Figure 1. Routed clock nets over the placement.
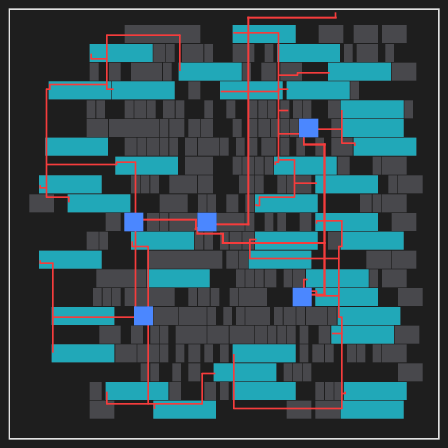
Figure 2. Signal metal coverage by tile.
The die is cut into 12 by 12 equal tiles; dark blue is low, red is high, scaled to the fullest tile. Values are wire area over tile area, all layers added.
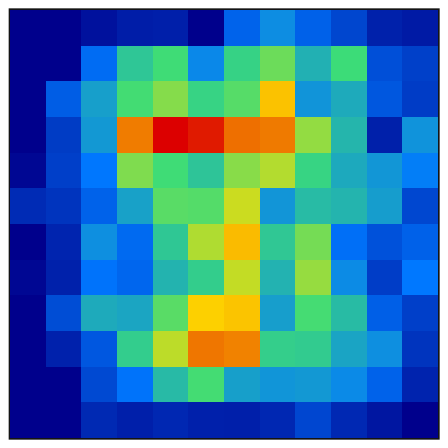
### config.mk
export PLATFORM = sky130hd
export DESIGN_NAME = period_meter
export DESIGN_NICKNAME = d
export VERILOG_FILES = /design/src/rtl/period_meter_pkg.sv /design/src/rtl/sync_edge_detect.sv /design/src/rtl/period_meter.sv
export SDC_FILE = /design/constraint.sdc
export NUM_CORES = 1
export LEC_CHECK = 0
export ABC_AREA = 1
export CORE_MARGIN = 2
export CORE_UTILIZATION = 57
export CTS_CLUSTER_DIAMETER = 50
export DETAILED_ROUTE_END_ITERATION = 8
export HOLD_SLACK_MARGIN = 0.08
export PLACE_DENSITY = 0.8
export SLEW_MARGIN = 20
export SYNTH_ARGS = -nofsm -noshare
export SYNTH_HDL_FRONTEND = slang
export SYNTH_SLANG_ARGS = --single-unit
### constraint.sdc
create_clock -name clk -period 2.32 [get_ports clk]
set_input_delay 0.232 -clock clk [delete_from_list [all_inputs] [get_ports clk]]
set_output_delay 0.232 -clock clk [all_outputs]
set_load 0.005 [all_outputs]
### src/rtl/period_meter_pkg.sv
// period_meter_pkg: shared state encodings and defaults for the period meter.
`timescale 1ns/1ps
package period_meter_pkg;

    localparam int unsigned DEFAULT_WIDTH = 8;

    typedef enum logic [1:0] {
        ST_IDLE = 2'd0,
        ST_MEAS = 2'd1,
        ST_OVF  = 2'd2
    } state_e;

endpackage

### src/rtl/sync_edge_detect.sv
// sync_edge_detect: multi-flop synchronizer for an asynchronous input plus a
// rising-edge pulse on the synchronized level.
`timescale 1ns/1ps
module sync_edge_detect #(
    parameter int unsigned SYNC_STAGES = 2  // must be at least 2
) (
    input  logic clk,
    input  logic reset,
    input  logic d,
    output logic s,
    output logic rise
);

    logic [SYNC_STAGES-1:0] r_sync;
    logic                   r_s_d;

    // Shift the raw input through the synchronizer, then keep one delayed copy.
    always_ff @(posedge clk or negedge reset) begin
        if (!reset) begin
            r_sync <= '0;
            r_s_d  <= 1'b0;
        end else begin
            r_sync <= {r_sync[SYNC_STAGES-2:0], d};
            r_s_d  <= r_sync[SYNC_STAGES-1];
        end
    end

    assign s    = r_sync[SYNC_STAGES-1];
    assign rise = r_sync[SYNC_STAGES-1] & ~r_s_d;

endmodule

### src/rtl/period_meter.sv
// period_meter: measures period and high time of a slow asynchronous waveform
// in clk cycles. A report needs two consecutive rising edges both seen while
// measuring; a period longer than the counter range sets a sticky overflow.
`timescale 1ns/1ps
module period_meter
    import period_meter_pkg::*;
#(
    parameter int unsigned WIDTH       = DEFAULT_WIDTH,
    parameter int unsigned SYNC_STAGES = 2
) (
    input  logic             clk,
    input  logic             reset,
    input  logic             sig_in,
    output logic [WIDTH-1:0] period,
    output logic [WIDTH-1:0] high_time,
    output logic             valid,
    output logic             overflow
);

    localparam logic [WIDTH-1:0] CNT_MAX = {WIDTH{1'b1}};
    localparam logic [WIDTH-1:0] CNT_ONE = {{(WIDTH-1){1'b0}}, 1'b1};

    logic w_s;
    logic w_rise;

    state_e           r_state;
    logic [WIDTH-1:0] r_cnt;
    logic [WIDTH-1:0] r_hcnt;
    logic [WIDTH-1:0] r_period;
    logic [WIDTH-1:0] r_high_time;
    logic             r_valid;
    logic             r_overflow;

    sync_edge_detect #(
        .SYNC_STAGES(SYNC_STAGES)
    ) u_sync (
        .clk  (clk),
        .reset(reset),
        .d    (sig_in),
        .s    (w_s),
        .rise (w_rise)
    );

    // FSM, period/high-time counters and registered report outputs.
    always_ff @(posedge clk or negedge reset) begin
        if (!reset) begin
            r_state     <= ST_IDLE;
            r_cnt       <= '0;
            r_hcnt      <= '0;
            r_period    <= '0;
            r_high_time <= '0;
            r_valid     <= 1'b0;
            r_overflow  <= 1'b0;
        end else begin
            r_valid <= 1'b0;
            if (w_rise) begin
                // Every edge restarts counting; only an edge seen in MEAS closes
                // a complete period, so IDLE/OVF edges merely arm.
                r_cnt   <= CNT_ONE;
                r_hcnt  <= CNT_ONE;
                r_state <= ST_MEAS;
                if (r_state == ST_MEAS) begin
                    r_period    <= r_cnt;
                    r_high_time <= r_hcnt;
                    r_valid     <= 1'b1;
                    r_overflow  <= 1'b0;
                end
            end else if (r_state == ST_MEAS) begin
                if (r_cnt == CNT_MAX) begin
                    // Counter would wrap: give up on this period.
                    r_state    <= ST_OVF;
                    r_overflow <= 1'b1;
                end else begin
                    r_cnt <= r_cnt + CNT_ONE;
                end
                if (w_s && (r_hcnt != CNT_MAX)) begin
                    r_hcnt <= r_hcnt + CNT_ONE;
                end
            end
        end
    end

    assign period    = r_period;
    assign high_time = r_high_time;
    assign valid     = r_valid;
    assign overflow  = r_overflow;

endmodule

==> impl_metrics.json <==
{
  "result_of_the_run": "finished clean",
  "route.layer.met1.wl_um": 1700,
  "synthXorXnorAreaFrac_pct": 1.83,
  "final.clkbuf_count": 6,
  "switching_share_pct": 27.3,
  "htree_num_levels": 2,
  "internal-power_mw": 1.26,
  "met2_usage_pct": 32.0,
  "yosys-top-cells-count": "nand2_1 (69), dfrtp_1 (39), inv_1 (18)",
  "cts.reportedPaths.clkPinSlew_ns": 0.12,
  "timing.max_cap.violations": 0,
  "synthMuxAreaShare_pct": 0,
  "power_combinational_mw": 0.317,
  "cts_tree": "done",
  "layoutNonFillerInstCount": 285,
  "global_route.peak_usage_layer": "met2",
  "clock_cell_area_share_pct": 4.53,
  "grt_pass1_vias": 1401,
  "crit_start": "high_time[4]",
  "wire_per_inst_um": 12.2,
  "netlist_area_before_placement_um2": 1920,
  "warnings": 26,
  "seq_pwr_share_pct": 49.6,
  "nNetsFinal": 243,
  "initial_core_util_pct": 58.3,
  "critical_path.max_fanout": 2,
  "slew_hr_pct": 43.3,
  "post_layout_min_period_ns": 1.49,
  "detail-route-antenna-nets": 0,
  "drt_drc_violations_left": 0,
  "top_layer_used": "met4",
  "power.group.top": "sequential cells",
  "met3_length_um": 144,
  "post-cts-setup-buffers": 0,
  "clk_path_buf_depth": 2,
  "dp_cells": 276,
  "crit_end": "high_time[4]",
  "critPathSlowestCell": "clkdlybuf4s50_1",
  "crit_path_cell_trace": "clkdlybuf4s50_1",
  "family_with_the_most_delay_on_the_worst_path": "buffers and inverters",
  "design.core.area_um2": 3280,
  "power_density_over_the_cells_nw_per_um2": 772,
  "drt_iter0_drc": 88,
  "synth.top_cell.area_share_pct": 50.9,
  "syn-instance-count": 214,
  "synth_flop_count": 39,
  "most_used_cells_in_the_layout_excluding_fill_and_tap_cells": "nand2_1 (69), dfrtp_1 (39), clkdlybuf4s50_1 (19), inv_1 (18), nand3_1 (16)",
  "finalHoldWorstSlack_ns": 0.318,
  "global_route.usage.met3_pct": 4.14,
  "pre_cts_ws_ns": 0.941,
  "synthAoiAreaFrac_pct": 7.84,
  "grt_use_met1_pct": 31.4,
  "skew_ns": 0.00690,
  "synth_top_cell_by_area": "dfrtp_1",
  "area_delta_synth_final_pct": 16.9,
  "synth_stat.cells": 214,
  "setup.reg_to_reg.worst_slack_ns": 0.91,
  "post-route-cell-area_um2": 2240,
  "grt_first_pass_wirelength_um": 6050,
  "detailed_place.area_um2": 2130,
  "period_used_pct": 64.0,
  "timing.hold.worst.start": "sig_in",
  "synthSimpleGateAreaFrac_pct": 30.6,
  "seq_share_pct": 43.6,
  "reg2regPathDepth": 8,
  "static-leakage-power_nw": 1.10,
  "dp_wirelength_um": 2520,
  "synth-warning-count": 0,
  "power.combinational.fraction_pct": 18.3,
  "setup.worst_path.class": "flop to primary output",
  "area_share_nonclk_buffers_pct": 9.17,
  "tap_cells": 46,
  "global_route.usage.total_pct": 21.8,
  "critical_path.n_buffers_inverters": 1,
  "num-nonclk-buffers": 21,
  "gp_congestion": 0.906,
  "fillerInstances": 249,
  "power_mw": 1.73,
  "detailroute.wirelength.met2_um": 1570,
  "final_core_utilization_pct": 68.2,
  "average_cell_area_after_synthesis_um2": 8.95
}
Back to the opening pictures, Figure 1:
legend:
  red:
    item: clock wires
    length: 448 um
  blue:
    item: clock-net drivers
    count: 5
  cyan:
    item: flip-flops
    count: 39
routed clock nets: 6
flops lie: all over the die
Skew-Pair Late Insertion Delay: 0.34 ns
relative contribution of the clock network to total power: 32.1%
clock network power consumption: 0.554 mW

Back to the opening pictures, Figure 2:
emptiest ninth of the die: south-west
nearly empty tiles: 12%
tiles over half the peak: 23%
fullest tile: 0.45
mean over tiles: 0.14

Power and IR drop assume default switching activity.
